<file path="src/rtl/gear_shift_controller.sv">
// Transmission controller: NEUTRAL/DRIVE/SHIFT/HOLD sequencing on the 10 Hz tick.
// Automatic threshold shifting or guarded manual shifting with timed shift and holdoff.
module gear_shift_controller #(
  parameter int UPSHIFT_RPM    = 5000,
  parameter int DOWNSHIFT_RPM  = 1500,
  parameter int DOWN_GUARD_RPM = 4000,
  parameter int SHIFT_TICKS    = 3,
  parameter int HOLDOFF_TICKS  = 5,
  parameter int MAX_GEAR       = 6
) (
  input  logic        clk,
  input  logic        rst_n,
  input  logic        tick_10hz,
  input  logic [13:0] rpm,
  input  logic [8:0]  speed_kmh,
  input  logic        throttle,
  input  logic        brake,
  input  logic        auto_en,
  input  logic        manual_up,
  input  logic        manual_dn,
  output logic [2:0]  gear,
  output logic        shifting,
  output logic        shift_up_evt,
  output logic        shift_dn_evt
);

  typedef enum logic [1:0] {
    S_NEUTRAL,
    S_DRIVE,
    S_SHIFT,
    S_HOLD
  } state_e;

  localparam logic [13:0] UP_TH    = 14'(UPSHIFT_RPM);
  localparam logic [13:0] DN_TH    = 14'(DOWNSHIFT_RPM);
  localparam logic [13:0] GUARD_TH = 14'(DOWN_GUARD_RPM);
  localparam logic [3:0]  SHIFT_N  = 4'(SHIFT_TICKS);
  localparam logic [3:0]  HOLD_N   = 4'(HOLDOFF_TICKS);
  localparam logic [2:0]  TOP_GEAR = 3'(MAX_GEAR);

  state_e      state_q, state_d;
  logic [2:0]  gear_q, gear_d;
  logic [3:0]  cnt_q, cnt_d;
  logic        dir_up_q, dir_up_d;
  logic        pend_up_q, pend_up_d;
  logic        pend_dn_q, pend_dn_d;
  logic        up_evt_q, up_evt_d;
  logic        dn_evt_q, dn_evt_d;

  logic can_up;
  logic can_dn;
  logic drive_tick;

  assign can_up     = gear_q < TOP_GEAR;
  assign can_dn     = gear_q > 3'd1;
  assign drive_tick = tick_10hz && (state_q == S_DRIVE);

  always_comb begin
    state_d   = state_q;
    gear_d    = gear_q;
    cnt_d     = cnt_q;
    dir_up_d  = dir_up_q;
    up_evt_d  = 1'b0;
    dn_evt_d  = 1'b0;
    pend_up_d = 1'b0;
    pend_dn_d = 1'b0;

    // Requests only accumulate while driving manually; a DRIVE tick consumes them.
    if (state_q == S_DRIVE && !auto_en) begin
      pend_up_d = drive_tick ? manual_up : (pend_up_q | manual_up);
      pend_dn_d = drive_tick ? manual_dn : (pend_dn_q | manual_dn);
    end

    if (tick_10hz) begin
      unique case (state_q)
        S_NEUTRAL: begin
          gear_d = 3'd0;
          if (throttle && !brake) begin
            gear_d  = 3'd1;
            cnt_d   = HOLD_N;
            state_d = S_HOLD;
          end
        end
        S_DRIVE: begin
          if (speed_kmh == 9'd0 && !throttle) begin
            gear_d  = 3'd0;
            state_d = S_NEUTRAL;
          end else if (auto_en) begin
            if (rpm >= UP_TH && throttle && can_up) begin
              dir_up_d = 1'b1;
              cnt_d    = SHIFT_N;
              state_d  = S_SHIFT;
            end else if (rpm <= DN_TH && can_dn) begin
              dir_up_d = 1'b0;
              cnt_d    = SHIFT_N;
              state_d  = S_SHIFT;
            end
          end else if (pend_up_q && pend_dn_q) begin
            state_d = S_DRIVE;
          end else if (pend_up_q && can_up) begin
            dir_up_d = 1'b1;
            cnt_d    = SHIFT_N;
            state_d  = S_SHIFT;
          end else if (pend_dn_q && can_dn && rpm < GUARD_TH) begin
            dir_up_d = 1'b0;
            cnt_d    = SHIFT_N;
            state_d  = S_SHIFT;
          end
        end
        S_SHIFT: begin
          cnt_d = cnt_q - 4'd1;
          if (cnt_q <= 4'd1) begin
            if (dir_up_q && can_up) begin
              gear_d   = gear_q + 3'd1;
              up_evt_d = 1'b1;
            end else if (!dir_up_q && can_dn) begin
              gear_d   = gear_q - 3'd1;
              dn_evt_d = 1'b1;
            end
            cnt_d   = HOLD_N;
            state_d = S_HOLD;
          end
        end
        S_HOLD: begin
          cnt_d = cnt_q - 4'd1;
          if (cnt_q <= 4'd1) begin
            cnt_d   = 4'd0;
            state_d = S_DRIVE;
          end
        end
        default: begin
          gear_d  = 3'd0;
          cnt_d   = 4'd0;
          state_d = S_NEUTRAL;
        end
      endcase
    end
  end

  always_ff @(posedge clk or negedge rst_n) begin
    if (!rst_n) begin
      state_q   <= S_NEUTRAL;
      gear_q    <= 3'd0;
      cnt_q     <= 4'd0;
      dir_up_q  <= 1'b0;
      pend_up_q <= 1'b0;
      pend_dn_q <= 1'b0;
      up_evt_q  <= 1'b0;
      dn_evt_q  <= 1'b0;
    end else begin
      state_q   <= state_d;
      gear_q    <= gear_d;
      cnt_q     <= cnt_d;
      dir_up_q  <= dir_up_d;
      pend_up_q <= pend_up_d;
      pend_dn_q <= pend_dn_d;
      up_evt_q  <= up_evt_d;
      dn_evt_q  <= dn_evt_d;
    end
  end

  assign gear         = gear_q;
  assign shifting     = (state_q == S_SHIFT);
  assign shift_up_evt = up_evt_q;
  assign shift_dn_evt = dn_evt_q;

endmodule

</file>
<file path="config.mk">
export PLATFORM = sky130hd
export DESIGN_NAME = gear_shift_controller
export DESIGN_NICKNAME = d
export VERILOG_FILES = /design/src/rtl/gear_shift_controller.sv
export SDC_FILE = /design/constraint.sdc
export NUM_CORES = 1
export LEC_CHECK = 0
export CELL_PAD_IN_SITES_DETAIL_PLACEMENT = 1
export CELL_PAD_IN_SITES_GLOBAL_PLACEMENT = 1
export CORE_MARGIN = 5
export CORE_UTILIZATION = 33
export DETAILED_ROUTE_END_ITERATION = 16
export PLACE_DENSITY_LB_ADDON = 0.3
export SLEW_MARGIN = 10
export SYNTH_ARGS = -nofsm -noshare
export SYNTH_HDL_FRONTEND = slang
export SYNTH_SLANG_ARGS = --single-unit
</file>
<file path="constraint.sdc">
create_clock -name clk -period 2.4 [get_ports clk]
set_input_delay 0.24 -clock clk [delete_from_list [all_inputs] [get_ports clk]]
set_output_delay 0.24 -clock clk [all_outputs]
set_load 0.02 [all_outputs]
</file>
==> results_slide.txt, run 1 <==
Key Metrics from the Run

Outcome
  – Result of the run: completed

Cells and area
  – Area growth from synthesis to layout: 42.34%
  – Final #Nets: 210
  – Share of layout cells above drive strength 1: 7.692%
  – Top Layout Cells: clkdlybuf4s50_1 (36), dfrtp_1 (14), nor2_1 (13)

Place
  – Port Buffer Count: 36

Yosys
  – Proportion of synthesized chip area in sequential cells: 31.78%
  – Netlist area before placement: 1102 um2
  – Number of standard cells after synthesis: 128
  – Floorplan Nets: 168

Clock tree
  – TritonCTS clock tree: yes
  – Worst-skew pair later-pin latency: 0.28 ns
  – Cts bufs inserted: 3

Die
  – Count of standard-cell rows: 21
  – Initial standard-cell utilization of the core: 33.56%
  – Chip area: 4596 um2

Timing
  – Relative slew slack: 54.12%
  – Worst hold slack after final layout: 0.3651 ns
  – FMAX: 441.3 MHz
  – Total Negative Setup Slacks: 0 ns
  – RSZ-0062 raised after global routing: no

Worst setup path
  – Max stage delay cell, worst path: dfrtp_1
  – Slowest Stage Delay on Critical Path: 0.46 ns
  – Crit Path Max Fanout: 7
  – WS Path Type: register to register

Detailed routing
  – Tally of nets with antenna violations remaining after routing: 0
  – Initial DRC count: 36
  – Average wire length per cell after detail routing: 15.87 um
  – DRC violations left: 0

Pwr
  – Design Power: 0.001471 W
  – Internal power contribution: 0.0008060 W
  – Switching power as a share of total power: 45.22%

Job
  – Max-capacitance violation count: 0

Global routing
  – First-pass GRT wire length: 5754 um
  – Pin count of the biggest net entering global routing: 15
  – Global route overflow: 0
  – Initial antenna violation count: 0
-- run 1: layout make-up --
class / count / area (um2)
inverters: 11 / 41.29
fillers: 410 / 1715
multi-input cells: 103 / 715.7
flip-flops and latches: 14 / 350.3
clock buffers: 4 / 36.28
repair buffers: 37 / 367.9
well taps: 46 / 57.56
-- run 1: synthesized netlist by cell type, drive strengths merged --
cell	number	area (um2)
a211oi	3	22.52
a21o	2	15.01
a21oi	7	35.03
a221o	1	10.01
a32o	1	10.01
a41o	1	10.01
and3	3	23.77
dfrtp	14	350.3
ha	9	112.6
inv	11	41.29
mux2	3	33.78
mux2i	4	40.04
nand2	9	33.78
nand2b	2	12.51
nand3	4	20.02
nand4	1	6.260
nand4b	2	17.52
nor2	14	60.06
nor3	6	30.03
nor4	3	18.77
o2111ai	4	35.03
o211ai	4	30.03
o21a	1	7.510
o21ai	10	53.80
o21ba	1	10.01
o21bai	1	7.510
o221ai	1	8.760
o22ai	2	12.51
o31a	2	17.52
or4	1	7.510
xnor2	1	8.760
-- run 1: power groups by stage --
stage	combinational, W	sequential [W]	clock [W]
2_1_floorplan	0.000585	0.000416	0
3_3_place_gp	0.000836	0.000416	0
3_5_place_dp	0.000871	0.000427	0
4_1_cts	0.000878	0.000422	0.000183
5_1_grt	0.000971	0.000435	0.000187
6_report	0.000873	0.000423	0.000175
-- run 1: layer usage --
layer / share of wire, % / GRT usage (%) / wire (um) / vias up
met1: 44 / 20.28 / 1503 / 561
met4: 1.4 / 4.715 / 47 / 0
met5: 0 / 0 / 0 / -
met3: 4.6 / 2.329 / 158 / 6
li1: - / - / - / 568
met2: 50 / 28.31 / 1703 / 37
-- run 1: per-stage QoR --
step / setup slack (ns) / std cells
after floorplan: 0.2124 / 128
after global placement: 0.1850 / 211
after detailed placement: 0.1562 / 211
after CTS: 0.1319 / 215
after global routing: 0.04028 / 215
final: 0.1338 / 215
-- run 1: what timing repair did --
| item | CTS | global route |
|---|---|---|
| buffers inserted | 0 | 0 |
| gates resized | 0 | 1 |
| hold endpoints to repair | 0 | 0 |
| setup endpoints to repair | 0 | 1 |
-- run 1: registers in the layout, indices dropped and copies added, names as in the netlist --
| register | flops |
|---|---|
| cnt_q | 4 |
| pend_dn_q | 1 |
| dir_up_q | 1 |
| state_q | 2 |
| pend_up_q | 1 |
| shift_up_evt | 1 |
| gear | 3 |
| shift_dn_evt | 1 |
-- run 1: cell families after synthesis --
| logic type | Yosys count | synth area share (%) |
|---|---|---|
| buffers and inverters | 11 | 3.746 |
| DFF | 14 | 31.78 |
| muxes | 7 | 6.697 |
| AOI/OAI and AO/OA | 41 | 25.88 |
| adders and majority gates | 9 | 10.22 |
| xor gates and xnor gates | 1 | 0.7947 |
| and+or+nand+nor | 45 | 20.89 |
-- run 1: path summary, 6_finish.rpt --
path,cells after the start,start,to
max reg2reg,8,gear[1],cnt_q[0]
max,8,gear[1],cnt_q[0]
min reg2reg,2,cnt_q[2],cnt_q[2]
max in group asynchronous,1,rst_n,state_q[1]
min in group clk,3,manual_up,pend_up_q
min,1,rst_n,cnt_q[1]
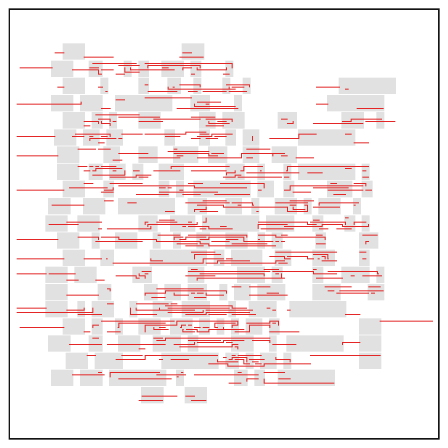
Figure 1: run 1, the metal 1 layer.
Cells faint in the background.
- main direction: horizontal
- share of all routed wire: 44%
- wire length on this layer: 1500 um

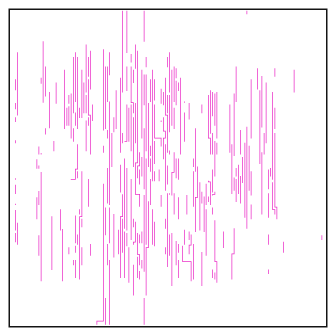
Figure 2: run 1, metal 2.
- wire length on this layer: 1700 um
- nets with wire on the layer: 179

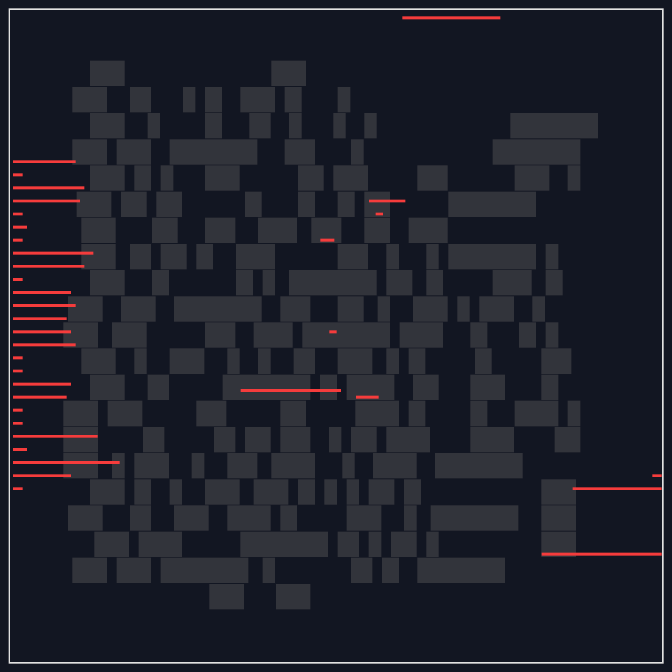
Figure 3: run 1, the metal 3 layer.
Cells faint in the background.
- wire length on this layer: 158 um
- main direction: horizontal
- share of all routed wire: 4.6%
fraction of met3 tracks used by global routing: 2.329%
drt total wl: 3412 um

==> run 2, diff against run 1 <==
CORE_MARGIN = 2   (was 5)
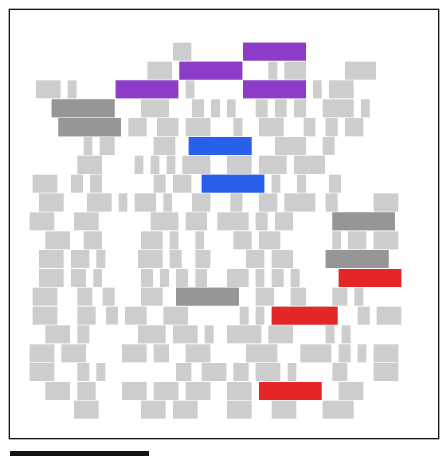
Figure 4: run 2, where the registers sit.
Scale bar: 20 um.
- red: gear (sequential cells 3)
- blue: state_q (sequential cells 2)
- purple: cnt_q (sequential cells 4; where top middle)
Power Sequential: 0.000423 W
Core Util, Final: 50.28%
combined flip-flop and latch cell area: 351.6 um2
sequential share of cell area: 22.53%

==> run 2 against run 1 <==
Sequential cell count unchanged. Clock skew about the same. Wire length down 2.3%. Total power up 0.24%. Sequential power about the same. Global-route usage is 4.6 points higher. Clock-buffer cell count unchanged. Cell area down 0.56%. Die size decreased by 17%. Critical path type unchanged.
==> results_slide.txt, run 2 <==
Key Metrics from the Run

Worst setup path
  – WS Path Type: register to register (unchanged)
  – Worst R2R End: cnt_q[0] (unchanged)
  – Max stage delay cell, worst path: dfrtp_2 (was dfrtp_1)
  – Reg-to-Reg Start: gear[1] (unchanged)
  – Length in cells of the worst reg-to-reg path: 8 (unchanged)

Clock tree
  – Worst-skew pair later-pin latency: 0.29 ns (was 0.28 ns)
  – Cts bufs inserted: 3 (unchanged)
  – TritonCTS clock tree: yes (unchanged)

Cells and area
  – Max FFs per register: 4 (unchanged)
  – Area growth from synthesis to layout: 41.54% (was 42.34%)
  – Layout filler cell count: 386 (was 410)
  – Top Layout Cells: clkdlybuf4s50_1 (36), nor2_1 (13), dfrtp_1 (13) (was clkdlybuf4s50_1 (36), dfrtp_1 (14), nor2_1 (13))
  – Register ranked first by flip-flop count: cnt_q (unchanged)

Yosys
  – Cell type with the largest total area after synthesis: dfrtp_1 (unchanged)
  – Fraction of registers with async set/reset: 100.0% (unchanged)
  – Flip-flops with a built-in enable: 0 (unchanged)
  – Proportion of synthesized chip area in sequential cells: 31.78% (unchanged)
  – Floorplan Nets: 168 (unchanged)
  – Library cell with the highest instance count after synthesis: dfrtp_1 (unchanged)
  – Leading register cell type out of synthesis: dfrtp_1 (unchanged)

Die
  – Initial standard-cell utilization of the core: 35.52% (was 33.56%)
  – Chip area: 3819 um2 (was 4596 um2)
  – Count of standard-cell rows: 20 (was 21)

Detailed routing
  – Average wire length per cell after detail routing: 15.73 um (was 15.87 um)
  – Initial DRC count: 31 (was 36)

Place
  – Port Buffer Count: 36 (unchanged)

Global routing
  – Pin count of the biggest net entering global routing: 15 (unchanged)
  – Initial antenna violation count: 0 (unchanged)
  – Global route overflow: 0 (unchanged)

Timing
  – Worst hold slack after final layout: 0.3424 ns (was 0.3651 ns)
  – FMAX: 451.1 MHz (was 441.3 MHz)
  – Total Negative Setup Slacks: 0 ns (unchanged)
  – Relative slew slack: 55.85% (was 54.12%)

Outcome
  – Result of the run: completed (unchanged)

Job
  – Max-capacitance violation count: 0 (unchanged)
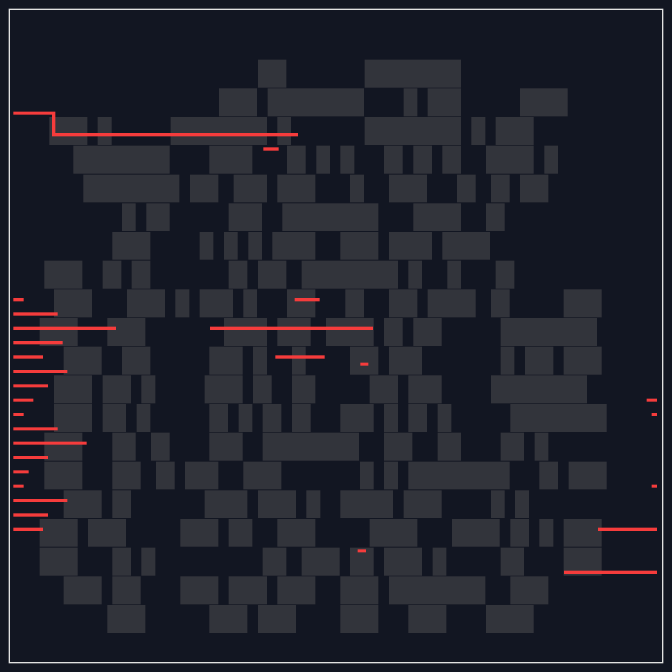
Figure 5: run 2, the metal 3 layer.
Cells faint in the background.
- nets with wire on the layer: 26
- longest straight run: 23.0 um

[run 2: worst register-to-register path, delay by kind of cell (launching register included)]
kind	cells	cell delay (ns)
adder cells (fa/ha/maj)	1	0.17
buffers and inverters	1	0.09
AND/OR/NAND/NOR	2	0.36
AND-OR/OR-AND	3	0.67
flip-flops	1	0.44
multiplexers	1	0.36
[run 2: area by class of cell]
type	count	share of cell area [%]
Inverter	11	2.646
Sequential cell	14	22.53
Tap cell	44	3.528
Timing Repair Buffer	36	23.10
Multi-Input combinational cell	103	45.87
Clock buffer	4	2.326
[run 2: where the power goes]
group / switching [W] / internal [W] / leakage, nW / total [W]
logic: 0.000484 / 0.000390 / 0.450 / 0.000874
registers: 0.000107 / 0.000316 / 0.177 / 0.000423
clock network: 0.0000848 / 0.0000926 / 0.0210 / 0.000177
total: 0.000676 / 0.000799 / 0.648 / 0.00147
[run 2: logic make-up (layout without fill, tap and decap cells)]
| group | after synthesis | count (layout) | share of synthesized area [%] |
|---|---|---|---|
| muxes | 7 | 7 | 6.697 |
| xor gates and xnor gates | 1 | 1 | 0.7947 |
| AOI/OAI and AO/OA | 41 | 41 | 25.88 |
| buffers and inverters | 11 | 51 | 3.746 |
| DFF | 14 | 14 | 31.78 |
| and+or+nand+nor | 45 | 45 | 20.89 |
| adders and majority gates | 9 | 9 | 10.22 |
[run 2: routing by layer]
metal | GRT usage [%] | vias to the layer above | share of wire (%)
met5 | 0 | - | 0
met2 | 38.65 | 29 | 51
met1 | 24.33 | 564 | 43
met3 | 2.899 | 6 | 3.7
met4 | 6.383 | 0 | 1.6
li1 | - | 561 | -
[run 2: worst max-delay path by stage]
| stage | start | cells past startpoint | endpoint |
|---|---|---|---|
| 3_5_place_dp | gear[1] | 8 | cnt_q[0] |
| 5_1_grt | gear[1] | 8 | cnt_q[0] |
| 4_1_cts | gear[1] | 8 | cnt_q[0] |
| 3_3_place_gp | gear[1] | 8 | cnt_q[0] |
| 2_1_floorplan | gear[1] | 8 | cnt_q[0] |
| 6_report | gear[1] | 8 | cnt_q[0] |
[run 2: what timing repair did]
action                     4_1_cts  5_1_grt
setup buffers                    0        0
resized                          0        2
hold buffers                     0        0
setup endpoints to repair        0        2
hold endpoints to repair         0        0
[run 2: metrics by stage]
stage	area, um2	instances	total power, W	worst slack, ns
after floorplan	1102	128	0.001001	0.2124
after global placement	1518	208	0.001238	0.2088
after detailed placement	1518	208	0.001293	0.1063
after CTS	1554	212	0.001475	0.09245
after global routing	1560	212	0.001602	0.07681
final	1560	212	0.001475	0.1833
==> run 3, diff against run 2 <==
SETUP_SLACK_MARGIN = 0.4   (was default)
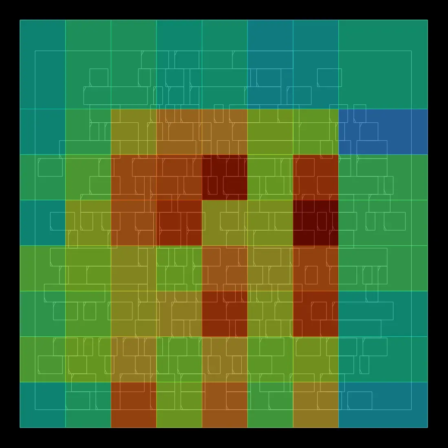
Figure 6: run 3, congestion heat map.
Core Util, Final: 54.80%
busiest layer in global routing: met2
overall track demand over capacity in global routing: 20.83%
average wire length per cell after detail routing: 16.63 um
met2 track utilization from global routing: 37.59%

==> run 3 against run 2 <==
Clock power about the same. Sequential share of layout area down 1.8 points. Cell area grew 9.0%. Sequential cell count did not move. Setup slack better by 0.25 ns. Hold slack better by 0.0075 ns. Synthesized cell count stayed put. Cell count up 3.8%. Wire length up 9.7%. Register-to-register slack better by 0.25 ns. Maximum frequency increased by 13%. Critical endpoint unchanged. Largest cell class unchanged.
==> results_slide.txt, run 3 <==
Key Metrics from the Run

Die
  – Initial standard-cell utilization of the core: 35.52% (unchanged)
  – Die Height: 61.80 um (unchanged)
  – Count of standard-cell rows: 20 (unchanged)
  – Core Region: 3103 um2 (unchanged)
  – Chip area: 3819 um2 (unchanged)

Yosys
  – Flip-flops with a built-in enable: 0 (unchanged)
  – Number of standard cells after synthesis: 128 (unchanged)
  – Fraction of registers with async set/reset: 100.0% (unchanged)
  – Top area contributor share: 31.78% (unchanged)
  – Top post-synthesis cells by count: dfrtp_1 (14), nor2_1 (13), inv_1 (11) (unchanged)
  – Cell type with the largest total area after synthesis: dfrtp_1 (unchanged)
  – Proportion of synthesized chip area in sequential cells: 31.78% (unchanged)
  – Leading register cell type out of synthesis: dfrtp_1 (unchanged)
  – Library cell with the highest instance count after synthesis: dfrtp_1 (unchanged)
  – Leading cell types by total area after synthesis: dfrtp_1 (32%), ha_1 (10%), nor2_1 (4.4%), inv_1 (3.7%), mux2i_1 (3.6%) (unchanged)
  – Netlist area before placement: 1102 um2 (unchanged)
  – Flops after synth: 14 (unchanged)
  – Floorplan Nets: 168 (unchanged)

Place
  – Port Buffer Count: 36 (unchanged)
  – Placed cell count: 208 (unchanged)
  – Pre-CTS worst setup slack: 0.1868 ns (was 0.1063 ns)

Job
  – Number of logged tool warnings: 35 (was 32)
  – Max-capacitance violation count: 0 (unchanged)

Worst setup path
  – Slowest Stage Delay on Critical Path: 0.44 ns (about the same)
  – Reg-to-Reg Start: gear[0] (was gear[1])
  – Max stage delay cell, worst path: dfrtp_2 (unchanged)
  – Crit Path Max Fanout: 4 (was 7)
  – Worst R2R End: cnt_q[0] (unchanged)
  – Length in cells of the worst reg-to-reg path: 7 (was 8)
  – WS Path Type: register to register (unchanged)
  – Cell-by-cell trace of the critical path: ha_4 > o21ba_4 > o21ai_4 > o31a_1 > and3_4 > nor2_4 > mux2_2 (was inv_1 > ha_1 > o21ba_2 > o21ai_2 > o31a_1 > and3_4 > nor2_4 > mux2_2)

Timing
  – FMAX: 509.2 MHz (was 451.1 MHz)
  – Period minus WS final: 1.964 ns (was 2.217 ns)
  – RSZ-0062 raised after global routing: yes (was no)
  – Share of the clock period used by the worst path after layout: 81.83% (was 92.36%)
  – Total Negative Setup Slacks: 0 ns (unchanged)
  – Relative slew slack: 55.39% (was 55.85%)
  – Max-slew violation count: 0 (unchanged)
  – Worst Slack Setup Final: 0.4362 ns (was 0.1833 ns)
  – Final hold violation count: 0 (unchanged)
  – Setup violations, final: 0 (unchanged)

Cells and area
  – Final #Nets: 217 (was 209)
  – Final std cells w/o fill: 220 (was 212)
  – Share of layout cells above drive strength 1: 19.89% (was 7.738%)
  – Top Layout Cells: clkdlybuf4s50_1 (35), nor2_1 (12), dfrtp_1 (12) (was clkdlybuf4s50_1 (36), nor2_1 (13), dfrtp_1 (13))
  – Max FFs per register: 4 (unchanged)
  – Register ranked first by flip-flop count: cnt_q (unchanged)
  – Area growth from synthesis to layout: 54.26% (was 41.54%)
  – Antenna diode count: 0 (unchanged)

Detailed routing
  – DRC violations left: 0 (unchanged)
  – Tally of nets with antenna violations remaining after routing: 0 (unchanged)
  – Drt total wl: 3659 um (was 3334 um)
  – Initial DRC count: 53 (was 31)

Global routing
  – Pin count of the biggest net entering global routing: 15 (unchanged)
  – First-pass GRT wire length: 5892 um (was 5782 um)
  – Initial antenna violation count: 0 (unchanged)
  – Global route overflow: 0 (unchanged)

Clock tree
  – Cts bufs inserted: 3 (unchanged)
  – Clock buffer depth: 2 (unchanged)
  – Total number of clock tree sinks: 14 (unchanged)
  – Worst-skew pair later-pin latency: 0.29 ns (about the same)
  – Total of hold buffers inserted after clock tree synthesis: 0 (unchanged)
  – TritonCTS clock tree: yes (unchanged)

Outcome
  – Result of the run: completed (unchanged)
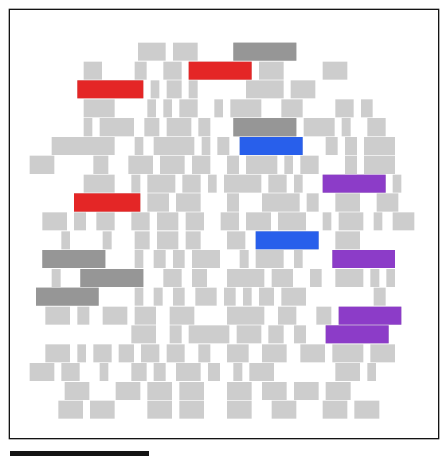
Figure 7: run 3, where the registers sit.
Scale bar: 20 um.
- red: gear (sequential cells 3)
- purple: cnt_q (sequential cells 4)
- blue: state_q (sequential cells 2)
- not coloured: 5
sequential share of cell area: 20.75%
combined flip-flop and latch cell area: 352.8 um2

-- run 3: cell count changes in the layout (fill, tap and decap cells not counted), sizes merged --
cell	before	now
buf	0	8
dlygate4sd2	0	1
clkdlybuf4s50	36	35
-- run 3: how the worst max path moves through the flow --
stage	startpoint	to	slack, ns	cells past startpoint
finish	gear[0]	cnt_q[0]	0.44	7
global route	gear[1]	state_q[0]	0.33	9
CTS	state_q[1]	cnt_q[0]	0.39	8
detailed placement	rpm[4]	state_q[1]	0.19	7
global placement	rpm[10]	state_q[1]	0.20	7
floorplan	gear[1]	cnt_q[0]	0.38	8
-- run 3: final cells by class --
type	count	area, um2
Fill cell	382	1403
Sequential cell	14	352.8
Tap cell	44	55.05
Multi-Input combinational cell	103	788.3
Timing Repair Buffer	44	426.7
Inverter	11	41.29
Clock buffer	4	36.28
-- run 3: cells by family after synthesis --
family          count (synthesis)  synth area share (%)
mux                             7                 6.697
simple gates                   45                 20.89
fa+ha+maj                       9                 10.22
flops                          14                 31.78
buf+inv                        11                 3.746
xor+xnor                        1                0.7947
compound gates                 41                 25.88
-- run 3: metrics by stage --
step	instance area, um2	total power [W]	hold slack [ns]
after CTS	1613	0.001560	0.3716
after floorplan	1105	0.001006	-0.05559
final	1700	0.001661	0.3499
after global routing	1700	0.001800	0.3896
after global placement	1520	0.001247	0.5602
after detailed placement	1520	0.001307	0.5894
-- run 3: routing by layer --
metal	wire (um)	global-route usage, %	vias up
met4	68	5.471	0
met1	1537	24.55	587
met5	0	0	-
li1	-	-	579
met2	1936	37.59	19
met3	117	5.176	10
-- run 3: repair_timing --
action	4_1_cts	5_1_grt
resized	10	12
endpoints found under the setup margin	7	6
buffers inserted	2	6
pin swaps	3	6
-- run 3: where the power goes --
part	switching, W	internal, W	leakage, nW	total (W)
sequential	0.000105	0.000318	0.176	0.000423
clock	0.0000821	0.0000924	0.0210	0.000175
combinational	0.000575	0.000488	0.505	0.00106
No activity file was given, so power comes from the tool's default toggle rates.
